### src/rtl/stm_reader.sv
// stm_reader: capture-side reader for the two-phase A/B producer stream.
// A local phase tracker toggles every cycle out of reset. Enabled words are
// tagged with that phase and queued in a small circular FIFO that a consumer
// drains over valid/ready. Words that arrive while the FIFO is full are dropped
// and counted in a saturating counter.
module stm_reader #(
  parameter int WIDTH = 32,
  parameter int DEPTH = 4,
  parameter int CNT_W = 16
) (
  input  logic                       CLK,
  input  logic                       RST_N,
  input  logic [WIDTH-1:0]           in_data,
  input  logic                       in_en,
  output logic                       out_valid,
  output logic [WIDTH-1:0]           out_data,
  output logic                       out_phase,
  input  logic                       out_ready,
  output logic [$clog2(DEPTH):0]     level,
  output logic [CNT_W-1:0]           drop_count,
  output logic                       phase
);

  localparam int PTR_W = $clog2(DEPTH);
  localparam int LVL_W = PTR_W + 1;

  // Each entry holds the phase tag in the MSB above the data word.
  logic [WIDTH:0]       mem [DEPTH];
  logic [PTR_W-1:0]     wr_ptr;
  logic [PTR_W-1:0]     rd_ptr;

  logic                 pop;
  logic                 full;
  logic                 do_push;
  logic                 drop;
  logic [LVL_W-1:0]     level_n;
  logic [LVL_W-1:0]     remain;
  logic [PTR_W-1:0]     rd_ptr_n;
  logic [WIDTH:0]       head_n;

  // Next-state decode; the head registers are loaded from the entry that will be at the front after this edge.
  always_comb begin
    pop      = out_valid && out_ready;
    full     = (level == LVL_W'(DEPTH));
    do_push  = in_en && (!full || pop);
    drop     = in_en && full && !pop;
    level_n  = level + LVL_W'(do_push) - LVL_W'(pop);
    remain   = level - LVL_W'(pop);
    rd_ptr_n = rd_ptr + PTR_W'(pop);
    head_n   = {out_phase, out_data};
    if (remain == '0) begin
      if (do_push) begin
        head_n = {phase, in_data};
      end
    end else begin
      head_n = mem[rd_ptr_n];
    end
  end

  // FIFO storage; contents are don't-care after reset so it carries no reset term.
  always_ff @(posedge CLK) begin
    if (RST_N && do_push) begin
      mem[wr_ptr] <= {phase, in_data};
    end
  end

  // Control state, phase tracker, registered head outputs and the saturating drop counter.
  always_ff @(posedge CLK) begin
    if (!RST_N) begin
      phase      <= 1'b0;
      wr_ptr     <= '0;
      rd_ptr     <= '0;
      level      <= '0;
      out_valid  <= 1'b0;
      out_data   <= '0;
      out_phase  <= 1'b0;
      drop_count <= '0;
    end else begin
      phase     <= ~phase;
      wr_ptr    <= wr_ptr + PTR_W'(do_push);
      rd_ptr    <= rd_ptr_n;
      level     <= level_n;
      out_valid <= (level_n != '0);
      out_phase <= head_n[WIDTH];
      out_data  <= head_n[WIDTH-1:0];
      if (drop && (drop_count != {CNT_W{1'b1}})) begin
        drop_count <= drop_count + 1'b1;
      end
    end
  end

endmodule

### config.mk
export PLATFORM = sky130hd
export DESIGN_NAME = stm_reader
export DESIGN_NICKNAME = d
export VERILOG_FILES = /design/src/rtl/stm_reader.sv
export SDC_FILE = /design/constraint.sdc
export NUM_CORES = 1
export LEC_CHECK = 0
export ABC_AREA = 1
export CORE_ASPECT_RATIO = 1.2
export CORE_UTILIZATION = 40
export CTS_CLUSTER_SIZE = 14
export DETAILED_ROUTE_END_ITERATION = 10
export PLACE_DENSITY = 0.61
export SLEW_MARGIN = 20
export SYNTH_ARGS = -nofsm -noshare
export SYNTH_HDL_FRONTEND = slang
export SYNTH_SLANG_ARGS = --single-unit
### constraint.sdc
create_clock -name CLK -period 6.45 [get_ports CLK]
set_clock_uncertainty 0.15 [all_clocks]
set_input_delay 1.29 -clock CLK [delete_from_list [all_inputs] [get_ports CLK]]
set_output_delay 1.29 -clock CLK [all_outputs]
set_load 0.05 [all_outputs]
==> run_1/m1.png <==
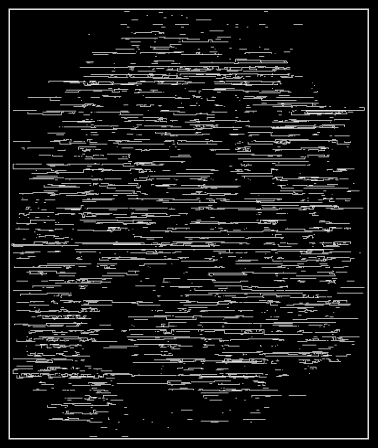
- nets with wire on the layer: 895
- longest straight run: 96.1 um
- wire length on this layer: 7910 um

==> run_1/m2.png <==
Scale bar: 50 um. Cells faint in the background.
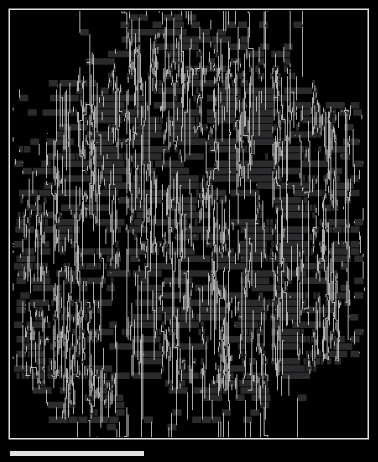
- wire length on this layer: 8850 um
- share of all routed wire: 49%
- nets with wire on the layer: 710

==> run_1/m3.png <==
Scale bar: 50 um.
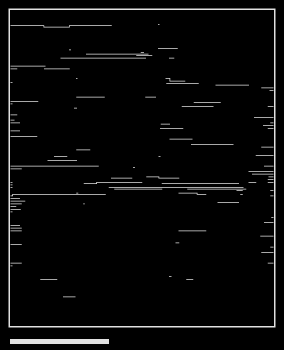
- share of all routed wire: 5.2%
- longest straight run: 67.6 um
- wire length on this layer: 929 um

==> results_slide.txt, run 1 <==
Key Metrics from the Run

Cells and area
  – Most frequently placed logic cell in the final layout: sky130_fd_sc_hd__nor2_1
  – Storage element area: 5125 um2
  – Diodes inserted: 0

Floorplanning
  – Number of rows created at floorplan: 57
  – Initial cell density of the core: 40.82%

Yosys
  – Total number of yosys warnings: 0

CTS
  – H-tree levels: 4
  – Clk ins delay skew pair: 0.43 ns
  – CTS tree: built
  – Number of setup buffers added after CTS: 0
  – Hold-fix buffer count after cts: 0

Routing
  – Met3 wire len: 929 um
  – Remaining antenna violation count: 0
  – Top Metal Used: met5

Final timing
  – Worst-Margin Slew: 1.019 ns
  – Post-layout worst setup margin: 2.304 ns
  – Final Hold Violating Endpoints: 0
  – Minimum hold slack: 0.3709 ns

Job
  – Number of max-cap violations: 0
  – Number of warnings the tools reported: 26

Setup path
  – Required time of the critical path: 6.42 ns
  – Arrival time of data at the critical path endpoint: 4.12 ns
  – Critical path, cell by cell: clkdlybuf4s50_1 > nand2_1 > nand3_2 > nand2_4 > inv_2 > buf_4 > nand2_1 > nor3_2 > buf_12

Pwr
  – Worst VDD drop: 320.2 uV

Place
  – Number of I/O port buffers: 89
  – Area post-placement: 9395 um2
  – HPWL after detailed placement: 10650 um

Global route
  – Global-route wire length before repair: 29460 um

Run status
  – Outcome: finished clean
[run 1: where the power goes]
group / switching, uW / internal (uW) / leakage (uW)
Clock: 451 / 652 / 0.000301
Combinational: 1120 / 532 / 0.00175
Sequential: 66.3 / 1460 / 0.00168
[run 1: path summary, 6_finish.rpt]
path / from / end / slack [ns] / cells after the start
min: drop_count[0]$_SDFFE_PN0P_ / drop_count[0]$_SDFFE_PN0P_ / 0.37 / 2
max reg2reg: level[2]$_SDFF_PN0_ / mem[1][27]$_DFFE_PP_ / 3.23 / 9
min reg2reg: drop_count[0]$_SDFFE_PN0P_ / drop_count[0]$_SDFFE_PN0P_ / 0.37 / 2
max: out_ready / mem[1][27]$_DFFE_PP_ / 2.30 / 9
[run 1: cell families (layout without fill, tap and decap cells)]
| kind of cell | Yosys count | in the layout | share of synthesized area [%] |
|---|---|---|---|
| AOI/OAI and AO/OA | 81 | 81 | 4.967 |
| adders and majority gates | 7 | 7 | 1.154 |
| buffers and inverters | 107 | 196 | 5.528 |
| xor gates and xnor gates | 6 | 6 | 0.6379 |
| DFF | 190 | 190 | 62.21 |
| and+or+nand+nor | 492 | 492 | 25.50 |
[run 1: layout make-up]
class / count / share of cell area [%]
Inverter: 64 / 2.398
Clock inverter: 13 / 1.898
Sequential cell: 190 / 51.16
Tap cell: 265 / 3.310
Multi-Input combinational cell: 586 / 26.88
Clock buffer: 19 / 4.321
Timing Repair Buffer: 100 / 10.04
[run 1: sequential cells by signal, summed over array words and instances (netlist names)]
name	flops
rd_ptr	2
drop_count	16
out_valid	1
mem	132
out_phase	1
phase	1
out_data	32
wr_ptr	2
level	3
==> run 1 -> run 2 <==
--- a/config.mk
+++ b/config.mk
@@ -10,7 +10,7 @@
 export CORE_UTILIZATION = 40
 export CTS_CLUSTER_SIZE = 14
 export DETAILED_ROUTE_END_ITERATION = 10
-export PLACE_DENSITY = 0.61
+export PLACE_DENSITY = 0.63
 export SLEW_MARGIN = 20
 export SYNTH_ARGS = -nofsm -noshare
 export SYNTH_HDL_FRONTEND = slang
==> constraint.sdc (replaced) <==
create_clock -name CLK -period 3.67 [get_ports CLK]
set_clock_uncertainty 0.15 [all_clocks]
set_input_delay 0.734 -clock CLK [delete_from_list [all_inputs] [get_ports CLK]]
set_output_delay 0.734 -clock CLK [all_outputs]
set_load 0.05 [all_outputs]
==> run_2/m4.png <==
Cells faint in the background.
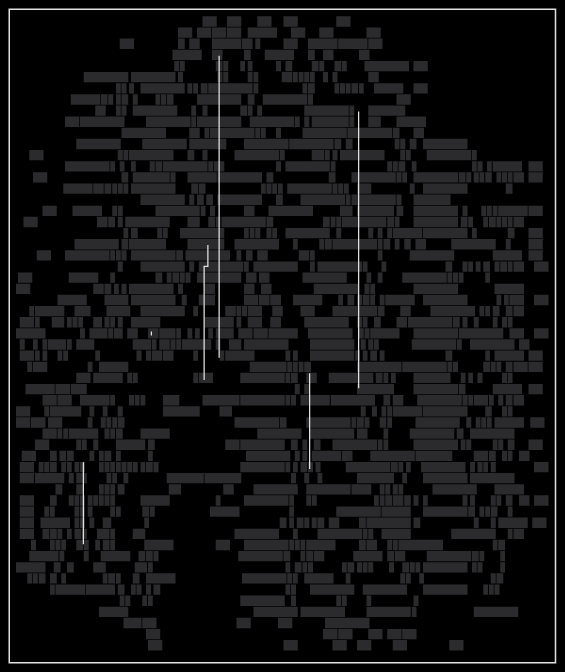
- wire length on this layer: 218 um
- share of all routed wire: 1.2%
- longest straight run: 73.4 um

==> run_2/congestion_map.png <==
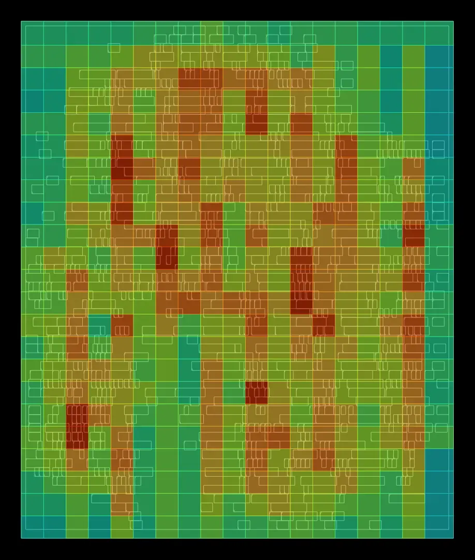
total global-route track usage: 18.40%
drt wl/cell: 14.86 um
GR Util met1: 22.70%
met3 track demand over resource: 3.438%
global-route track usage on met2: 31.98%

==> run_2/m3.png <==
Scale bar: 50 um.
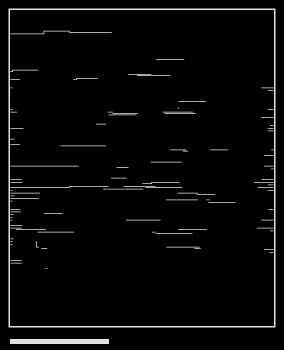
sum of routed wire length over all layers: 18540 um
count of vias placed by the detailed router: 6049

==> results_slide.txt, run 2 <==
Key Metrics from the Run

Run status
  – Outcome: finished clean

Floorplanning
  – Die outline width: 133.0 um
  – Number of rows created at floorplan: 57 (unchanged)
  – Die area: 21180 um2
  – Initial cell density of the core: 40.82% (unchanged)

Pwr
  – Part of the power in combinational logic: 40.2% (+1.6 points)
  – Clk pwr share: 23.8% (-1.9 points)
  – Net Switching: 2947 uW (+80%)
  – Worst VDD drop: 473.1 uV (+48%)
  – Switching power as a share of total power: 39.51% (+1.2 points)
  – Internal power: 4513 uW (+71%)

Cells and area
  – Largest reg by FF count: mem
  – Most frequently placed logic cell in the final layout: sky130_fd_sc_hd__nor2_1
  – Top Registers: mem x132, out_data x32, drop_count x16

Yosys
  – Total number of yosys warnings: 0 (unchanged)

Place
  – Area post-placement: 9458 um2 (+0.67%)
  – HPWL after detailed placement: 11000 um (+3.3%)

Final timing
  – Highest clock rate: 375.7 MHz
  – Worst-Margin Slew: 0.7031 ns (-0.3164 ns)
  – Final Hold Violating Endpoints: 0 (unchanged)
  – Post-layout worst setup margin: 1.008 ns (-1.295 ns)

Job
  – Number of warnings the tools reported: 27 (+3.8%)
  – Number of max-cap violations: 0 (unchanged)

CTS
  – CTS tree: built
  – Clk ins delay skew pair: 0.42 ns (about the same)
  – Number of setup buffers added after CTS: 0 (unchanged)
  – H-tree levels: 4 (unchanged)
  – Hold-fix buffer count after cts: 0 (unchanged)

Routing
  – Remaining antenna violation count: 0 (unchanged)
  – Top Metal Used: met5
  – Met3 wire len: 780 um (-16%)

Global route
  – Global-route wire length before repair: 29910 um (+1.5%)

Setup path
  – Critical path, cell by cell: clkdlybuf4s50_1 > nand2_1 > inv_1 > ha_1 > inv_1 > nor2_2 > nor2_1 > o21ai_4 > buf_12 > o21ai_0 > nor2_1 > nor2_1
  – Arrival time of data at the critical path endpoint: 2.84 ns (-1.28 ns)
  – Critical path launch point: out_ready
  – Required time of the critical path: 3.84 ns (-2.58 ns)
  – R2r startpoint: out_valid$_SDFF_PN0_

Min path
  – Hold Path Origin: phase$_SDFF_PN0_
## run 2: final timing paths
kind                                     to  slack, ns  cells after the start
hold reg to reg            phase$_SDFF_PN0_       0.36                      1
setup / recovery  out_data[19]$_SDFFE_PN0P_       1.01                     12
hold / removal             phase$_SDFF_PN0_       0.36                      1
setup reg to reg  out_data[19]$_SDFFE_PN0P_       1.43                     11
## run 2: cell families (layout without fill, tap and decap cells)
group / after synthesis / in the layout / share of synthesized area [%]
AND/OR/NAND/NOR: 492 / 492 / 25.50
flip-flops: 190 / 190 / 62.21
buffers and inverters: 107 / 206 / 5.528
AND-OR/OR-AND: 81 / 81 / 4.967
adder cells (fa/ha/maj): 7 / 7 / 1.154
XOR/XNOR: 6 / 6 / 0.6379
other: 0 / 1 / 0
## run 2: area by class of cell
| class | instances | area, um2 |
|---|---|---|
| well taps | 265 | 331.6 |
| multi-input cells | 586 | 2693 |
| clock inverters | 14 | 130.1 |
| diodes | 1 | 2.502 |
| flip-flops and latches | 190 | 5125 |
| inverters | 64 | 240.2 |
| clock buffers | 18 | 439.2 |
| repair buffers | 110 | 1069 |
| fillers | 1864 | 10150 |
## run 2: per-stage QoR
step | instances | utilization (%) | TNS, ns
finish | 1248 | 49.69 | 0
global route | 1248 | 49.69 | 0
CTS | 1247 | 49.68 | 0
detailed placement | 1215 | 46.86 | 0
global placement | 1215 | 46.86 | 0
floorplan | 883 | - | -58.65
## run 2: power by group through the flow
| stage | clock (uW) | sequential [uW] | combinational (uW) |
|---|---|---|---|
| after floorplan | 0 | 3300 | 1570 |
| after detailed placement | 0 | 2730 | 3010 |
| after CTS | 1810 | 2690 | 3030 |
| after global routing | 1890 | 2720 | 3320 |
| final | 1780 | 2690 | 3000 |
| after global placement | 0 | 2730 | 2990 |
==> run 2 -> run 3 <==
--- a/config.mk
+++ b/config.mk
@@ -10,7 +10,7 @@
 export CORE_UTILIZATION = 40
 export CTS_CLUSTER_SIZE = 14
 export DETAILED_ROUTE_END_ITERATION = 10
-export PLACE_DENSITY = 0.63
+export PLACE_DENSITY = 0.61
 export SLEW_MARGIN = 20
 export SYNTH_ARGS = -nofsm -noshare
 export SYNTH_HDL_FRONTEND = slang
==> constraint.sdc (replaced) <==
create_clock -name CLK -period 2.5 [get_ports CLK]
set_clock_uncertainty 0.15 [all_clocks]
set_input_delay 0.5 -clock CLK [delete_from_list [all_inputs] [get_ports CLK]]
set_output_delay 0.5 -clock CLK [all_outputs]
set_load 0.05 [all_outputs]
==> run_3/m2.png <==
Scale bar: 50 um. Cells faint in the background.
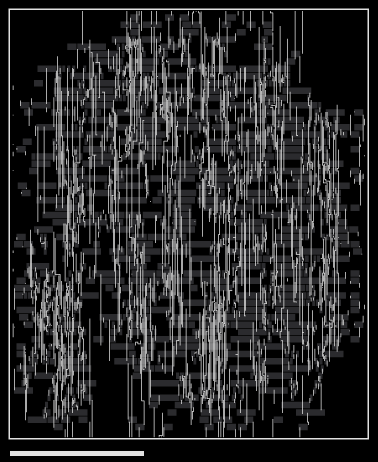
- wire length on this layer: 9380 um
- nets with wire on the layer: 741
- share of all routed wire: 50%

==> run_3/closeup.png <==
Scale bar: 5 um. Region (23, 109) to (43, 129) um. Cells in gray, sequential cells in the stronger gray; small squares are vias.
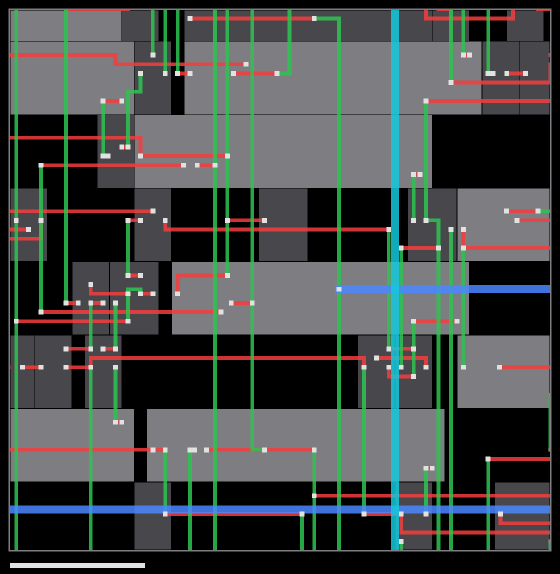
- M2: green
- M1: red
- M3: blue
- M4: cyan
- most frequent: nor2_1 (6), nand2_1 (4), edfxtp_1 (4)
- netlist names of flops here include: mem (4)
- sequential cells in the window: 4
- cells with their middle in the window: 22

==> run_3/congestion_map.png <==
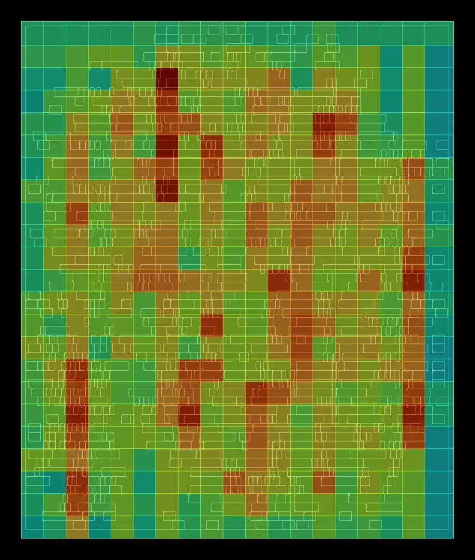
busiest layer in global routing: met2
total global-route track usage: 18.68%
final core utilization: 51.14%

==> results_slide.txt, run 3 <==
Key Metrics from the Run

Run status
  – Outcome: finished clean

Floorplanning
  – Die area: 21180 um2 (unchanged)
  – Die outline width: 133.0 um (unchanged)
  – Core area: 20180 um2
  – Number of rows created at floorplan: 57 (unchanged)
  – Chip Height: 159.2 um
  – Initial cell density of the core: 40.82% (unchanged)

Setup path
  – Cells on worst reg2reg path: 12 (+1)
  – Arrival time of data at the critical path endpoint: 1.74 ns (-1.10 ns)
  – Crit. path cell count: 1 (-11)
  – Critical path, cell by cell: clkdlybuf4s50_1
  – Startpoint type of the worst setup path: flop
  – Crit. End Element: output port
  – Required time of the critical path: 1.85 ns (-1.99 ns)

Min path
  – Cell depth of the worst hold path: 1 (unchanged)

Yosys
  – Total number of yosys warnings: 0 (unchanged)
  – Area figure in the yosys stat output: 8238 um2
  – Most common reg cell: sky130_fd_sc_hd__edfxtp_1

Cells and area
  – Max FFs per register: 132
  – Most frequently placed logic cell in the final layout: sky130_fd_sc_hd__nor2_1
  – Largest reg by FF count: mem
  – Top Registers: mem x132, out_data x32, drop_count x16

Routing
  – Count of vias placed by the detailed router: 6140 (+1.5%)
  – Drt wl/cell: 14.94 um (+0.54%)
  – Sum of routed wire length over all layers: 18850 um (+1.7%)
  – Remaining antenna violation count: 0 (unchanged)

CTS
  – Number of setup buffers added after CTS: 0 (unchanged)
  – CTS tree: built
  – H-tree levels: 4 (unchanged)
  – Clk ins delay skew pair: 0.42 ns (about the same)
  – Hold-fix buffer count after cts: 0 (unchanged)

Job
  – Number of warnings the tools reported: 26 (-3.7%)
  – Number of max-cap violations: 0 (unchanged)

Place
  – RD Place Congestion: 0.8087
  – Worst-case setup slack after placement: -0.2091 ns
  – HPWL after detailed placement: 11650 um (+5.9%)

Final timing
  – Post-route setup TNS: 0 ns (unchanged)
  – Final Cycle Share: 95.48%
  – Final Hold Violating Endpoints: 0 (unchanged)
  – Highest clock rate: 419.0 MHz
  – Post-layout worst setup margin: 0.1131 ns (-0.8954 ns)
  – Worst-Margin Slew: 0.5495 ns (-0.1536 ns)

Pwr
  – Worst VDD drop: 690.0 uV (+46%)

Global route
  – Global-route wire length before repair: 30660 um (+2.5%)
  – Pin count of the biggest net entering global routing: 50
## run 3: final timing paths
| path | endpoint | slack [ns] | startpoint |
|---|---|---|---|
| setup reg to reg | out_valid$_SDFF_PN0_ | 0.36 | level[2]$_SDFF_PN0_ |
| hold reg to reg | phase$_SDFF_PN0_ | 0.36 | phase$_SDFF_PN0_ |
| setup / recovery | drop_count[6] | 0.11 | drop_count[6]$_SDFFE_PN0P_ |
| hold / removal | phase$_SDFF_PN0_ | 0.36 | phase$_SDFF_PN0_ |
## run 3: metal layers
metal | global-route usage, % | share of wire [%]
met1 | 22.89 | 44
met2 | 32.37 | 50
met3 | 4.394 | 4.7
met4 | 5.747 | 1.1
met5 | 0 | 0
## run 3: cells by family after synthesis
logic type / synth area share (%)
buf+inv: 5.528
flops: 62.21
simple gates: 25.50
fa+ha+maj: 1.154
xor+xnor: 0.6379
compound gates: 4.967
## run 3: where the power goes
group	total, uW	switching (uW)	internal, uW
registers	3960	182	3780
logic	4770	3060	1710
clock network	2670	1160	1500
total	11400	4410	6990
## run 3: per-stage QoR
step | cell area [um2] | cells
2_1_floorplan | 8295 | 883
3_3_place_gp | 9738 | 1229
3_5_place_dp | 9738 | 1229
4_1_cts | 10320 | 1261
5_1_grt | 10320 | 1261
6_report | 10320 | 1262
## run 3: area by class of cell
type                    count  area, um2
well taps                 265      331.6
multi-input cells         586       2720
inverters                  64      240.2
repair buffers            124       1311
flip-flops and latches    190       5135
diodes                      1      2.502
fillers                  1836       9861
clock buffers              19      442.9
clock inverters            13      138.9
Power and IR drop assume default switching activity.
